$ cat config.mk
export PLATFORM = sky130hd
export DESIGN_NAME = seg7_display_arbiter
export DESIGN_NICKNAME = d
export VERILOG_FILES = /design/src/rtl/seg7_display_arbiter_pkg.sv /design/src/rtl/seg7_display_arbiter_rr_picker.sv /design/src/rtl/seg7_display_arbiter.sv
export SDC_FILE = /design/constraint.sdc
export NUM_CORES = 1
export LEC_CHECK = 0
export CAP_MARGIN = 20
export CORE_MARGIN = 4
export CORE_UTILIZATION = 45
export DETAILED_ROUTE_END_ITERATION = 12
export PLACE_DENSITY_LB_ADDON = 0.05
export SLEW_MARGIN = 20
export SYNTH_ARGS = -nofsm -noshare
export SYNTH_HDL_FRONTEND = slang
export SYNTH_SLANG_ARGS = --single-unit
$ cat constraint.sdc
create_clock -name clk -period 2.55 [get_ports clk]
set_input_delay 0.51 -clock clk [delete_from_list [all_inputs] [get_ports clk]]
set_output_delay 0.51 -clock clk [all_outputs]
set_load 0.05 [all_outputs]
$ cat src/rtl/seg7_display_arbiter_pkg.sv
// Shared types and constants for the 7-segment display arbiter.
package seg7_arb_pkg;

    typedef enum logic [1:0] {
        IDLE  = 2'd0,
        SHOW  = 2'd1,
        BLANK = 2'd2
    } state_t;

    // Active-low segments: all ones turns every segment and the dp off.
    localparam logic [7:0] SEG_BLANK = 8'hFF;

endpackage

$ cat src/rtl/seg7_display_arbiter_rr_picker.sv
// Combinational round-robin picker: first set request scanning upward
// from the pointer, wrapping modulo NUM_REQ.
module rr_picker #(
    parameter int NUM_REQ = 4,
    parameter int IDX_W   = $clog2(NUM_REQ)
) (
    input  logic [NUM_REQ-1:0] i_req,
    input  logic [IDX_W-1:0]   i_rr_ptr,
    output logic [IDX_W-1:0]   o_winner,
    output logic               o_valid
);

    // Scan farthest-from-pointer first so the nearest set request is written last and wins.
    always_comb begin
        int w_k;
        // NOTE: every output gets a default before any conditional write, otherwise
        // paths that skip an assignment infer a latch.
        o_winner = '0;
        o_valid  = 1'b0;
        w_k      = 0;
        for (int i = NUM_REQ - 1; i >= 0; i--) begin
            w_k = int'(i_rr_ptr) + i;
            if (w_k >= NUM_REQ) begin
                w_k = w_k - NUM_REQ;
            end
            if (i_req[IDX_W'(w_k)]) begin
                o_winner = IDX_W'(w_k);
                o_valid  = 1'b1;
            end
        end
    end

endmodule

$ cat src/rtl/seg7_display_arbiter.sv
// Time-shares one 7-segment drive between NUM_REQ pattern sources using
// round-robin slices of SLICE_CYCLES separated by BLANK_CYCLES of all-off.
// Optional feature macro: BRIGHTNESS_PWM_EN adds a bright[2:0] input that
// duty-cycles the shown pattern within each slice.
module seg7_display_arbiter
    import seg7_arb_pkg::*;
#(
    parameter int NUM_REQ      = 4,
    parameter int SLICE_CYCLES = 1000,
    parameter int BLANK_CYCLES = 4
) (
    input  logic                 clk,
    input  logic                 rst,
    input  logic                 enable,
    input  logic [NUM_REQ-1:0]   req,
    input  logic [8*NUM_REQ-1:0] pat_flat,
`ifdef BRIGHTNESS_PWM_EN
    input  logic [2:0]           bright,
`endif
    output logic [NUM_REQ-1:0]   gnt,
    output logic                 done,
    output logic [7:0]           seg_out,
    output logic                 busy
);

    localparam int IDX_W   = $clog2(NUM_REQ);
    localparam int CNT_MAX = (SLICE_CYCLES > BLANK_CYCLES) ? SLICE_CYCLES : BLANK_CYCLES;
    localparam int CNT_W   = $clog2(CNT_MAX + 1);
    localparam logic [CNT_W-1:0] SLICE_LOAD = CNT_W'(SLICE_CYCLES - 1);
    localparam logic [CNT_W-1:0] BLANK_LOAD = CNT_W'(BLANK_CYCLES - 1);

    state_t               r_state;
    logic [CNT_W-1:0]     r_cnt;
    logic [IDX_W-1:0]     r_rr_ptr;
    logic [IDX_W-1:0]     r_gnt_idx;
    logic [NUM_REQ-1:0]   r_gnt;
    logic                 r_done;
    logic [7:0]           r_seg;

    state_t               w_state_nxt;
    logic [CNT_W-1:0]     w_cnt_nxt;
    logic [IDX_W-1:0]     w_rr_ptr_nxt;
    logic [IDX_W-1:0]     w_gnt_idx_nxt;
    logic [NUM_REQ-1:0]   w_gnt_nxt;
    logic                 w_done_nxt;
    logic [7:0]           w_seg_nxt;
    logic                 w_start;
    logic [IDX_W-1:0]     w_winner;
    logic                 w_win_valid;
    logic [7:0]           w_pat;

`ifdef BRIGHTNESS_PWM_EN
    logic [2:0]           r_pwm_cnt;
    logic [2:0]           w_pwm_nxt;
`endif

    rr_picker #(
        .NUM_REQ (NUM_REQ),
        .IDX_W   (IDX_W)
    ) u_rr_picker (
        .i_req    (req),
        .i_rr_ptr (r_rr_ptr),
        .o_winner (w_winner),
        .o_valid  (w_win_valid)
    );

    // Live pattern of the currently granted source.
    always_comb begin
        w_pat = SEG_BLANK;
        for (int i = 0; i < NUM_REQ; i++) begin
            if (r_gnt_idx == IDX_W'(i)) begin
                w_pat = pat_flat[8*i +: 8];
            end
        end
    end

    // Next-state and next-output logic; enable low overrides every state.
    always_comb begin
        w_state_nxt   = r_state;
        w_cnt_nxt     = r_cnt;
        w_rr_ptr_nxt  = r_rr_ptr;
        w_gnt_idx_nxt = r_gnt_idx;
        w_gnt_nxt     = '0;
        w_done_nxt    = 1'b0;
        w_seg_nxt     = SEG_BLANK;
        w_start       = 1'b0;
`ifdef BRIGHTNESS_PWM_EN
        w_pwm_nxt     = r_pwm_cnt;
`endif
        if (!enable) begin
            w_state_nxt = IDLE;
            w_cnt_nxt   = '0;
        end else begin
            case (r_state)
                IDLE: begin
                    w_start = w_win_valid;
                end
                SHOW: begin
                    if (r_cnt == '0) begin
                        // Full slice, even if the request drops on this same cycle.
                        w_done_nxt  = 1'b1;
                        w_state_nxt = BLANK;
                        w_cnt_nxt   = BLANK_LOAD;
                    end else if (!req[r_gnt_idx]) begin
                        w_state_nxt = BLANK;
                        w_cnt_nxt   = BLANK_LOAD;
                    end else begin
                        w_cnt_nxt = r_cnt - 1'b1;
                        w_gnt_nxt = r_gnt;
`ifdef BRIGHTNESS_PWM_EN
                        w_seg_nxt = (r_pwm_cnt <= bright) ? w_pat : SEG_BLANK;
                        w_pwm_nxt = r_pwm_cnt + 3'd1;
`else
                        w_seg_nxt = w_pat;
`endif
                    end
                end
                BLANK: begin
                    if (r_cnt == '0) begin
                        w_start     = w_win_valid;
                        w_state_nxt = IDLE;
                    end else begin
                        w_cnt_nxt = r_cnt - 1'b1;
                    end
                end
                default: begin
                    w_state_nxt = IDLE;
                end
            endcase

            // The pointer moves past the winner as soon as it is granted, so a
            // slice cut short by enable going low still hands over fairly.
            if (w_start) begin
                w_state_nxt            = SHOW;
                w_cnt_nxt              = SLICE_LOAD;
                w_gnt_idx_nxt          = w_winner;
                w_gnt_nxt              = '0;
                w_gnt_nxt[w_winner]    = 1'b1;
                w_rr_ptr_nxt           = (int'(w_winner) == NUM_REQ - 1) ? '0 : w_winner + 1'b1;
`ifdef BRIGHTNESS_PWM_EN
                w_pwm_nxt              = 3'd0;
`endif
            end
        end
    end

    // State register.
    always_ff @(posedge clk or posedge rst) begin
        // NOTE: clocked state always uses non-blocking assignments so every register
        // samples the pre-edge values regardless of statement order.
        if (rst) begin
            r_state <= IDLE;
        end else begin
            r_state <= w_state_nxt;
        end
    end

    // Counter, pointer and registered outputs.
    always_ff @(posedge clk or posedge rst) begin
        if (rst) begin
            r_cnt     <= '0;
            r_rr_ptr  <= '0;
            r_gnt_idx <= '0;
            r_gnt     <= '0;
            r_done    <= 1'b0;
            r_seg     <= SEG_BLANK;
        end else begin
            r_cnt     <= w_cnt_nxt;
            r_rr_ptr  <= w_rr_ptr_nxt;
            r_gnt_idx <= w_gnt_idx_nxt;
            r_gnt     <= w_gnt_nxt;
            r_done    <= w_done_nxt;
            r_seg     <= w_seg_nxt;
        end
    end

`ifdef BRIGHTNESS_PWM_EN
    // PWM phase within the current slice.
    always_ff @(posedge clk or posedge rst) begin
        if (rst) begin
            r_pwm_cnt <= 3'd0;
        end else begin
            r_pwm_cnt <= w_pwm_nxt;
        end
    end
`endif

    assign gnt     = r_gnt;
    assign done    = r_done;
    assign seg_out = r_seg;
    assign busy    = (r_state != IDLE);

endmodule
### Metal 3, run 1

Drawn at 4 px/um. Cells faint in the background.
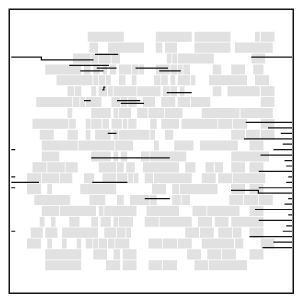
The longest straight run is 19.3 um. 43 nets have wire on it. The layer holds 5.5% of the routed length. The wires run mostly horizontal.

### Register map, names as in the netlist, run 1

Drawn at 4 px/um. Other sequential cells in the stronger grey, the rest of the logic in the fainter grey.
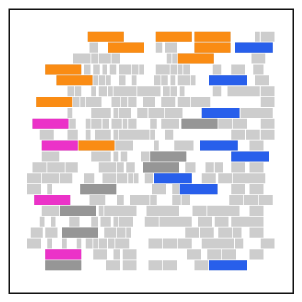
Key: magenta = gnt [flops 4]; blue = seg_out [flops 8]; orange = r_cnt [flops 10]
post-route core utilization: 65.7%
seq pwr: 0.000781 W
Seq area share: 30.2%
total area of sequential cells: 736 um2

==> deck_impl_summary.md, run 1 <==
Physical Implementation Snapshot

Final timing
  – Final Hold Viols: 0
  – Max Clock Freq: 434 MHz
  – Final Critical Period: 2.30 ns

Place
  – Post-DP Area: about 2400 um2
  – Pre-CTS setup slack: approximately 0.12 ns

Clock network
  – Hold Buf Count CTS: 0
  – Clock Latency Late Sink: approximately 0.28 ns
  – H-tree depth: 2
  – Setup bufs post-CTS: 0

Setup path
  – CP top delay family: AND-OR/OR-AND gates
  – Most used cell, CP: a21oi_1
  – CP Depth: 5

Final layout
  – Commonest Layout Cell: clkdlybuf4s50_1
  – Design Area, Final: between 2000 and 2500 um2

Min path
  – WHS Path Cells: 1
  – Hold Crit Class: reg2reg
  – HP Start: gnt[3]
  – Hold Path End: gnt[3]

Run status
  – Status: finished, final reports clean

Synth
  – EDFF count, synth: 0

Route
  – Iteration-0 DRC Markers: ~60
### Routed clock nets over the placement, run 1

Drawn at 6 px/um.
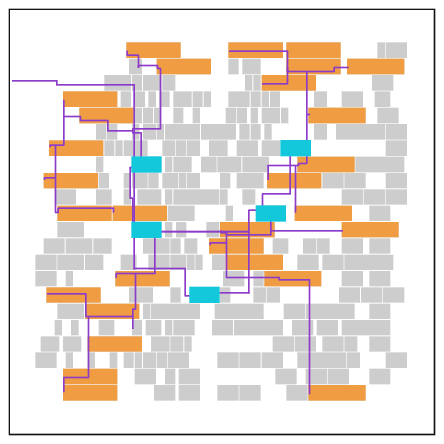
Key: cyan = cells driving clock nets [count 5]; orange = flip-flops [count 29]; purple = clock wires [length 409 um]
There are 6 routed clock nets.

-- run 1: cell families (layout without fill, tap and decap cells) --
kind of cell	after synthesis	in the layout	synth area share, %
AOI/OAI and AO/OA	38	38	16.5
xor gates and xnor gates	1	1	0.497
adders and majority gates	6	6	4.26
buffers and inverters	18	79	4.61
DFF	29	29	41.7
muxes	11	11	12.7
and+or+nand+nor	60	60	19.8
-- run 1: final cells by class --
| class | instances | area (um2) |
|---|---|---|
| Fill cell | 316 | 1280 |
| Multi-Input combinational cell | 116 | 947 |
| Sequential cell | 29 | 736 |
| Timing Repair Buffer | 58 | 566 |
| Clock buffer | 6 | 72.6 |
| Tap cell | 48 | 60.1 |
| Inverter | 13 | 48.8 |
| Clock inverter | 2 | 10.0 |
-- run 1: power by group --
group | internal [W] | switching (W) | leakage [nW]
sequential | 0.000614 | 0.000167 | 0.353
combinational | 0.000585 | 0.000763 | 0.622
clock | 0.000189 | 0.000169 | 0.0450
total | 0.00139 | 0.00110 | 1.02
-- run 1: sequential cells by signal, indices dropped and copies added, names as in the netlist --
name / flops
r_cnt: 10
seg_out: 8
gnt: 4
r_gnt_idx: 2
r_rr_ptr: 2
r_state: 2
done: 1
-- run 1: synthesized netlist by cell type, types with 4 or more instances --
master,count
nor3_1,5
nor2_1,12
a22o_1,4
dfrtp_1,21
ha_1,6
mux4_2,9
or3_1,11
nand3_1,7
inv_1,13
nand2_1,10
dfstp_2,8
a21oi_1,12
-- run 1: layer usage --
metal / GRT usage, % / part of all wire [%]
met1: 23.9 / 42
met2: 36.8 / 52
met3: 5.82 / 5.4
met4: 5.22 / 0.63
met5: 0 / 0
==> run 2, diff against run 1 <==
--- a/config.mk
+++ b/config.mk
@@ -10,7 +10,6 @@
 export CORE_UTILIZATION = 45
 export DETAILED_ROUTE_END_ITERATION = 12
 export PLACE_DENSITY_LB_ADDON = 0.05
-export SLEW_MARGIN = 20
 export SYNTH_ARGS = -nofsm -noshare
 export SYNTH_HDL_FRONTEND = slang
 export SYNTH_SLANG_ARGS = --single-unit
### Signal wires by layer, run 2

Drawn at 4 px/um.
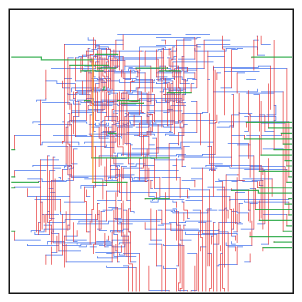
Key: blue = met1 [wire length 2020 um]; orange = met4 [wire length 30.6 um]; red = met2 [wire length 2460 um]; green = met3 [wire length 260 um]
DR WL/cell: 17.6 um
Vias: 1560
final wirelength: 4.78 mm
gr usage total: 20.4%

==> run 2 against run 1 <==
Sequential cell count is the same. Count of clock-buffer cells in the layout is the same. Clock skew is the same. Sequential power is essentially flat. Worst setup slack is the same. Critical endpoint unchanged. Largest cell class unchanged.
==> deck_impl_summary.md, run 2 <==
Physical Implementation Snapshot

Final layout
  – Area delta synth->final: 38.3%
  – Design Area, Final: 2440 um2 (unchanged)
  – Commonest Layout Cell: clkdlybuf4s50_1
  – Post-route core utilization: 65.7% (unchanged)
  – Max FFs per register: 10 (unchanged)
  – Number of fill cells: 316 (unchanged)
  – Top reg by flops: r_cnt

Die
  – Die area: between 4000 and 5000 um2
  – Die Span Y: around 70 um
  – Core region area: about 3700 um2

Final timing
  – Final Critical Period: 2.30 ns (unchanged)
  – Max Clock Freq: 434 MHz (unchanged)
  – Final Hold Viols: 0 (unchanged)

Global route
  – Vias in the first global route: ~1600

Setup path
  – WP data required: approximately 2.7 ns
  – R2R depth: 5

Pwr
  – Switching Fraction: 44.2% (unchanged)
  – Clk pwr share: 14.4% (about the same)
  – Static leakage: roughly 1 nW
  – Comb pwr share: 54.2% (about the same)
  – Main power group: combinational cells
  – Seq pwr: 0.000781 W (about the same)
  – Switch Pwr: 0.00110 W (unchanged)
  – Combinational power: 0.00135 W (about the same)
  – Pwr Density: between 1000 and 1500 nW/um2
  – Clock network power: 0.000357 W (about the same)

Clock network
  – Hold Buf Count CTS: 0 (unchanged)
  – Setup bufs post-CTS: 0 (unchanged)
  – Clock Latency Late Sink: 0.28 ns (about the same)
  – H-tree depth: 2 (unchanged)

Synth
  – Area leader, netlist: dfrtp_1
  – Most common library cells after synthesis: dfrtp_1 (21), inv_1 (13), a21oi_1 (12), nor2_1 (12), or3_1 (11)
  – EDFF count, synth: 0 (unchanged)
  – Mapped Cells: 163
  – Synth top cell by count: dfrtp_1

Min path
  – Hold Crit Class: reg2reg
  – WHS Path Cells: 1 (unchanged)

Run status
  – Status: finished, final reports clean

Route
  – Iteration-0 DRC Markers: 61 (unchanged)
  – Vias/cell: roughly 5.7

Place
  – Pre-CTS setup slack: 0.115 ns (unchanged)
  – Post-DP Area: 2360 um2 (unchanged)
run 2: worst paths after layout:
kind / start / end / slack (ns)
worst max-delay path: r_cnt[6] / r_cnt[7] / 0.25
worst min-delay path: gnt[3] / gnt[3] / 0.52
worst max register to register: r_cnt[6] / r_cnt[7] / 0.25
worst min register to register: gnt[3] / gnt[3] / 0.52
max in group asynchronous: rst / seg_out[7] / 1.62
min in group asynchronous: rst / r_cnt[5] / 0.62
run 2: cell families after synthesis:
logic type,count (synthesis),share of synthesized area (%)
AND-OR/OR-AND,38,16.5
multiplexers,11,12.7
AND/OR/NAND/NOR,60,19.8
buffers and inverters,18,4.61
XOR/XNOR,1,0.497
flip-flops,29,41.7
adder cells (fa/ha/maj),6,4.26
run 2: area by class of cell:
cell class	count	area (um2)	area share, %
Clock buffer	6	72.6	2.97
Inverter	13	48.8	2.00
Tap cell	48	60.1	2.46
Clock inverter	2	10.0	0.410
Timing Repair Buffer	58	566	23.2
Multi-Input combinational cell	116	947	38.8
Sequential cell	29	736	30.2
run 2: per-stage QoR:
stage / total power [W] / hold WS (ns)
3_3_place_gp: 0.00209 / 0.495
6_report: 0.00249 / 0.521
3_5_place_dp: 0.00213 / 0.502
4_1_cts: 0.00250 / 0.528
2_1_floorplan: 0.00174 / 0.519
5_1_grt: 0.00267 / 0.546
run 2: critical path, cell delays in order, from the launching register on:
cell and delay, ns:
dfrtp_1 0.45, or4_4 0.58, o31ai_2 0.53, a21oi_1 0.27, a21oi_1 0.18, o221ai_1 0.14
run 2: routing by layer:
metal	global-route usage, %	vias to the layer above	share of wire, %
met2	36.8	59	52
met4	5.22	0	0.63
met1	23.9	766	42
li1	-	733	-
met3	5.82	2	5.4
met5	0	-	0
### Metal 3, run 2

Drawn at 4 px/um. Cells faint in the background.
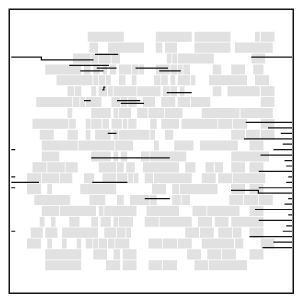

==> run 3, diff against run 2 <==
--- a/config.mk
+++ b/config.mk
@@ -6,7 +6,6 @@
 export NUM_CORES = 1
 export LEC_CHECK = 0
 export CAP_MARGIN = 20
-export CORE_MARGIN = 4
 export CORE_UTILIZATION = 45
 export DETAILED_ROUTE_END_ITERATION = 12
 export PLACE_DENSITY_LB_ADDON = 0.05
### Metal 3, run 3

Drawn at 4 px/um. Cells faint in the background.
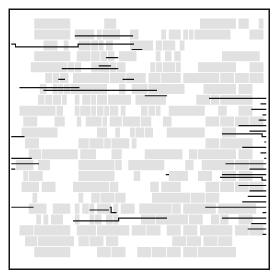
The layer holds 7.1% of the routed length. 41 nets have wire on it.

==> run 3 against run 2 <==
Synthesized cell count unchanged. Worst setup slack better by 0.099 ns. Count of clock-buffer cells in the layout grew 2.
==> deck_impl_summary.md, run 3 <==
Physical Implementation Snapshot

Run status
  – Status: finished, final reports clean

Setup path
  – RR Endpoint: r_cnt[8]
  – Slowest cell on the critical path: clkdlybuf4s50_1
  – CP endpoint: busy
  – R2R depth: 7 (+2)
  – Critical Path, Cell by Cell: or2_2, clkdlybuf4s50_1
  – Worst r2r src: r_cnt[0]
  – Reg2reg setup slack: 0.43 ns (+0.18 ns)

Final layout
  – Top reg by flops: r_cnt
  – Design Area, Final: 2450 um2 (+0.31%)
  – Post-route core utilization: 65.9% (+0.20 points)
  – Max FFs per register: 10 (unchanged)
  – Commonest Layout Cell: clkdlybuf4s50_1
  – Area delta synth->final: 38.7%
  – Number of fill cells: 290 (-8.2%)

Final timing
  – Final Critical Period: 2.20 ns (-0.0994 ns)
  – Final Hold Viols: 0 (unchanged)

Clock network
  – H-tree depth: 2 (unchanged)
  – Setup bufs post-CTS: 0 (unchanged)
  – Hold Buf Count CTS: 0 (unchanged)
  – Clock Latency Late Sink: 0.28 ns (about the same)

Synth
  – Mapped Cells: 163 (unchanged)
  – Mux share: 12.7% (unchanged)
  – Syn_area_per_cell: 10.8 um2
  – EDFF count, synth: 0 (unchanged)
  – Yosys simple share: 19.8% (unchanged)
  – Adder share: 4.26% (unchanged)
  – Synth top cell by count: dfrtp_1
  – Most common library cells after synthesis: dfrtp_1 (21), inv_1 (13), a21oi_1 (12), nor2_1 (12), or3_1 (11)
  – Xor/xnor share: 0.496% (unchanged)

Pwr
  – Pwr Density: 1020 nW/um2 (+0.39%)
  – Static leakage: 1.02 nW (about the same)

Route
  – DR WL/cell: 16.3 um (-7.0%)
  – Vias: 1561 (+0.064%)
  – Iteration-0 DRC Markers: 73 (+20%)

Min path
  – WHS Path Cells: 1 (unchanged)
  – HP Start: gnt[0]

Die
  – Core region area: 3720 um2 (unchanged)
  – Die Span Y: 64.6 um (-8.5%)
  – Die area: 4180 um2 (-16%)

Global route
  – Gr usage total: 24.6% (+4.2 points)
  – Vias in the first global route: 1567 (-4.3%)
[run 3: netlist changes by cell type in the layout (fill, tap and decap cells not counted), sizes merged]
cell    delta
clkbuf     +2
clkinv     -2
[run 3: final cells by class]
type / count / area (um2) / area share [%]
well taps: 48 / 60.1 / 2.45
repair buffers: 58 / 566 / 23.1
inverters: 13 / 48.8 / 1.99
clock buffers: 8 / 90.1 / 3.68
multi-input cells: 116 / 947 / 38.7
flip-flops and latches: 29 / 736 / 30.1
[run 3: logic make-up (layout without fill, tap and decap cells)]
| family | count (synthesis) | count (layout) |
|---|---|---|
| DFF | 29 | 29 |
| and+or+nand+nor | 60 | 60 |
| xor gates and xnor gates | 1 | 1 |
| AOI/OAI and AO/OA | 38 | 38 |
| adders and majority gates | 6 | 6 |
| buffers and inverters | 18 | 79 |
| muxes | 11 | 11 |
[run 3: worst max-delay path, delay by kind of cell, from the launching register on]
family | cells | cell delay [ns]
simple gates | 1 | 0.30
buf+inv | 1 | 0.71
flops | 1 | 0.40
[run 3: stage by stage]
step	total power [W]	hold WS, ns	cells
floorplan	0.00174	0.519	163
global placement	0.00209	0.495	264
detailed placement	0.00211	0.492	264
CTS	0.00252	0.513	272
global route	0.00270	0.539	272
finish	0.00250	0.510	272
[run 3: metal layers]
layer | global-route usage, % | wire [um] | part of all wire, %
met1 | 29.5 | 1880 | 42
met4 | 8.33 | 39 | 0.88
met5 | 0 | 0 | 0
met3 | 7.22 | 314 | 7.1
met2 | 42.1 | 2210 | 50
[run 3: power breakdown]
group / leakage [nW] / total, W / internal, W / switching [W]
Combinational: 0.622 / 0.00133 / 0.000584 / 0.000747
Clock: 0.0455 / 0.000384 / 0.000219 / 0.000164
Sequential: 0.353 / 0.000790 / 0.000614 / 0.000176
Total: 1.02 / 0.00250 / 0.00142 / 0.00109
Power figures rest on the tool's default switching activity, not on a simulated workload.
